Figure 1. Placement by cell class.
(1 px per um) Fill, decap, tap and diode cells in gray.
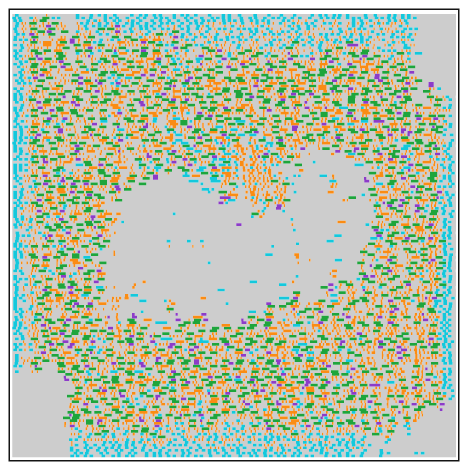
Figure 2. Clock distribution.
(1 px per um)
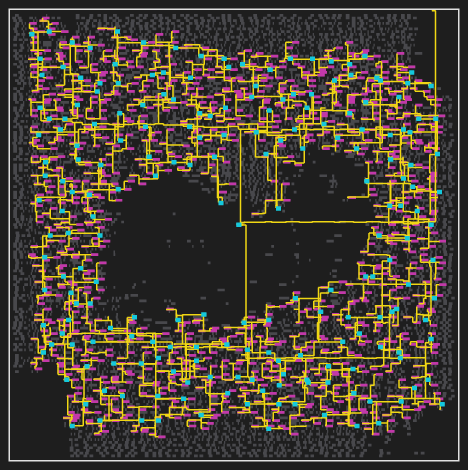
--- config.mk ---
export PLATFORM = sky130hd
export DESIGN_NAME = conware_frame_tx
export DESIGN_NICKNAME = d
export VERILOG_FILES = /design/src/rtl/conware_pkg.sv /design/src/rtl/conware_frame_tx.sv
export SDC_FILE = /design/constraint.sdc
export NUM_CORES = 2
export LEC_CHECK = 0
export CAP_MARGIN = 20
export CELL_PAD_IN_SITES_DETAIL_PLACEMENT = 2
export CELL_PAD_IN_SITES_GLOBAL_PLACEMENT = 2
export CORE_AREA = 2 2 446 448
export CTS_BUF_LIST = sky130_fd_sc_hd__clkbuf_8
export CTS_CLUSTER_DIAMETER = 100
export DETAILED_ROUTE_END_ITERATION = 6
export DIE_AREA = 0 0 448 450
export PLACE_DENSITY = 0.72
export SYNTH_ARGS = -nofsm -noshare
export SYNTH_HDL_FRONTEND = slang
export SYNTH_SLANG_ARGS = --single-unit
--- constraint.sdc ---
create_clock -name clk -period 4.3 [get_ports clk]
set_clock_uncertainty 0.2 [all_clocks]
set_input_delay 1.29 -clock clk [delete_from_list [all_inputs] [get_ports clk]]
set_output_delay 1.29 -clock clk [all_outputs]
set_load 0.01 [all_outputs]
--- src/rtl/conware_pkg.sv ---
// Shared definitions for the conware pipeline: FSM state encoding, default
// grid geometry and the index-width helper used to size the pixel counter.
package conware_pkg;

  typedef enum logic {
    IDLE = 1'b0,
    SEND = 1'b1
  } state_t;

  localparam int unsigned DEF_WIDTH  = 32;
  localparam int unsigned DEF_HEIGHT = 32;
  localparam int unsigned CELLS      = DEF_WIDTH * DEF_HEIGHT;

  // Bits needed to address every cell; a single-cell grid still needs one bit.
  function automatic int unsigned idx_width(input int unsigned cells);
    return (cells > 1) ? $clog2(cells) : 1;
  endfunction

endpackage

--- src/rtl/conware_frame_tx.sv ---
// Frame transmitter: snapshots one generation of cell states plus the two
// colours, then streams the frame as an AXI4-Stream master, one pixel per
// beat in raster order, TLAST on the final pixel.
// Ports:
//   clk, rst         clock, synchronous active-high reset
//   start            request a frame (honoured only while idle)
//   states           WIDTH*HEIGHT cell bits, bit i = row i/WIDTH, col i%WIDTH
//   alive_color      pixel value for live cells
//   dead_color       pixel value for dead cells
//   busy             frame in progress
//   done             one-cycle pulse after the last beat is accepted
//   frame_count      completed frames, wraps at 16 bits
//   M_AXIS_*         AXI4-Stream master (TVALID/TREADY/TDATA/TLAST)
module conware_frame_tx
  import conware_pkg::*;
#(
  parameter int unsigned DWIDTH = 32,
  parameter int unsigned WIDTH  = 32,
  parameter int unsigned HEIGHT = 32
) (
  input  logic                      clk,
  input  logic                      rst,
  input  logic                      start,
  input  logic [WIDTH*HEIGHT-1:0]   states,
  input  logic [DWIDTH-1:0]         alive_color,
  input  logic [DWIDTH-1:0]         dead_color,
  output logic                      busy,
  output logic                      done,
  output logic [15:0]               frame_count,
  output logic                      M_AXIS_TVALID,
  input  logic                      M_AXIS_TREADY,
  output logic [DWIDTH-1:0]         M_AXIS_TDATA,
  output logic                      M_AXIS_TLAST
);

  localparam int unsigned NCELLS = WIDTH * HEIGHT;
  localparam int unsigned IW     = idx_width(NCELLS);
  localparam logic [IW-1:0] LAST = IW'(NCELLS - 1);

  state_t              state;
  logic [NCELLS-1:0]   snap;
  logic [DWIDTH-1:0]   alive_q;
  logic [DWIDTH-1:0]   dead_q;
  logic [IW-1:0]       idx;
  logic [IW-1:0]       idx_nxt;
  logic                handshake;

  assign idx_nxt   = idx + IW'(1);
  assign handshake = M_AXIS_TVALID & M_AXIS_TREADY;

  // FSM, snapshot, index counter and colour mux. TDATA/TLAST are loaded one
  // pixel ahead so they are valid in the same cycle TVALID rises or advances.
  always_ff @(posedge clk) begin
    if (rst) begin
      state         <= IDLE;
      snap          <= '0;
      alive_q       <= '0;
      dead_q        <= '0;
      idx           <= '0;
      busy          <= 1'b0;
      done          <= 1'b0;
      frame_count   <= '0;
      M_AXIS_TVALID <= 1'b0;
      M_AXIS_TDATA  <= '0;
      M_AXIS_TLAST  <= 1'b0;
    end else begin
      done <= 1'b0;
      case (state)
        IDLE: begin
          if (start) begin
            snap          <= states;
            alive_q       <= alive_color;
            dead_q        <= dead_color;
            idx           <= '0;
            state         <= SEND;
            busy          <= 1'b1;
            M_AXIS_TVALID <= 1'b1;
            M_AXIS_TDATA  <= states[0] ? alive_color : dead_color;
            M_AXIS_TLAST  <= 1'(NCELLS == 1);
          end
        end
        SEND: begin
          if (handshake) begin
            if (idx == LAST) begin
              state         <= IDLE;
              busy          <= 1'b0;
              done          <= 1'b1;
              frame_count   <= frame_count + 16'd1;
              M_AXIS_TVALID <= 1'b0;
              M_AXIS_TLAST  <= 1'b0;
            end else begin
              idx          <= idx_nxt;
              M_AXIS_TDATA <= snap[idx_nxt] ? alive_q : dead_q;
              M_AXIS_TLAST <= (idx_nxt == LAST);
            end
          end
        end
        default: state <= IDLE;
      endcase
    end
  end

endmodule

==> GITHUB_STEP_SUMMARY <==
### Yosys + OpenROAD results

| Metric | Value |
|---|---|
| Vias post-DR | 48820 |
| Worst setup SP type | register |
| CTS H-tree lvls | 4 |
| First-pass GRT wire length | 359400 um |
| Vias/cell | 4.954 |
| Crit-path cells | buf_12 -> inv_4 -> ha_4 -> buf_6 -> buf_12 -> buf_6 -> mux4_2 -> mux2i_1 -> o211ai_1 -> nor4_1 -> nor4_4 -> a21oi_4 -> buf_12 -> buf_12 -> a31oi_1 -> a211o_1 |
| Chip area in the Yosys report | 0.04973 mm^2 |
| Number of gates resized after cts | 22 |
| CP dominant cell by count | buf_12 |
| Placed insts | 9432 |
| Power share of the sequential group | 0.444 |
| M3 GR Usage | 0.03801 |
| Routed Antenna Nets | 0 |
| Slew Viols, Final | 0 |
| Port bufs | 1143 |
| Final Power | 26250 uW |
| Status | finished clean |
| Worst VDD drop | 0.3033 mV |
| EDFF count, synth | 0 |
| Die height | 450 um |
| Register bit total from synthesis | 1150 |
| Synth Seq Share | 0.4630 |
| Most frequent cell after synthesis | nand2_1 |
| Initial antenna violation count | 19 |
| Largest net degree at the start of global routing | 170 |
| DRC Markers | 0 |
| WP data required | 4.92 ns |
| Cell Type Count | 64 |
| Routed length on met2 | 129900 um |
| Initial Util | 0.2529 |
| Root Buffer | clkbuf_8 |
| Worst slew pin tran | 1.004 ns |
About Figure 1:
color	class	cells	share of their area
cyan	other buffers and delay cells	1370	21%
orange	combinational and other logic	4299	37%
green	flops	1150	35%
purple	clock drivers and dummy loads	381	6.6%
Core Area: 0.1966 mm^2
std cell rows: 163
final core occ: 0.3551
Design Area, Final: 0.06981 mm^2

About Figure 2:
[cyan] clock drivers | count: 207
[yellow] clock wires | length: 18400 um
[magenta] flip-flops | count: 1150
routed clock nets	208
Late-Pin Clk Latency: 0.99 ns
Clk power: 10900 uW

kinds of logic (layout without fill, tap and decap cells):
logic type | count (synthesis) | count (layout) | synth area share
AND-OR/OR-AND | 1333 | 1333 | 0.1414
XOR/XNOR | 16 | 16 | 0.003195
adder cells (fa/ha/maj) | 3 | 3 | 0.0007549
buffers and inverters | 515 | 1758 | 0.04630
flip-flops | 1150 | 1150 | 0.4630
multiplexers | 388 | 388 | 0.1436
other | 0 | 14 | 0
AND/OR/NAND/NOR | 2552 | 2552 | 0.2018
cell type report:
type,instances,area (um^2)
inverters,7,28.78
flip-flops and latches,1150,23030
fillers,22060,126800
clock buffers,268,3689
repair buffers,1370,14210
clock inverters,113,695.7
well taps,2640,3303
multi-input cells,4292,24820
diodes,14,35.03
No activity file was given, so power comes from the tool's default toggle rates.
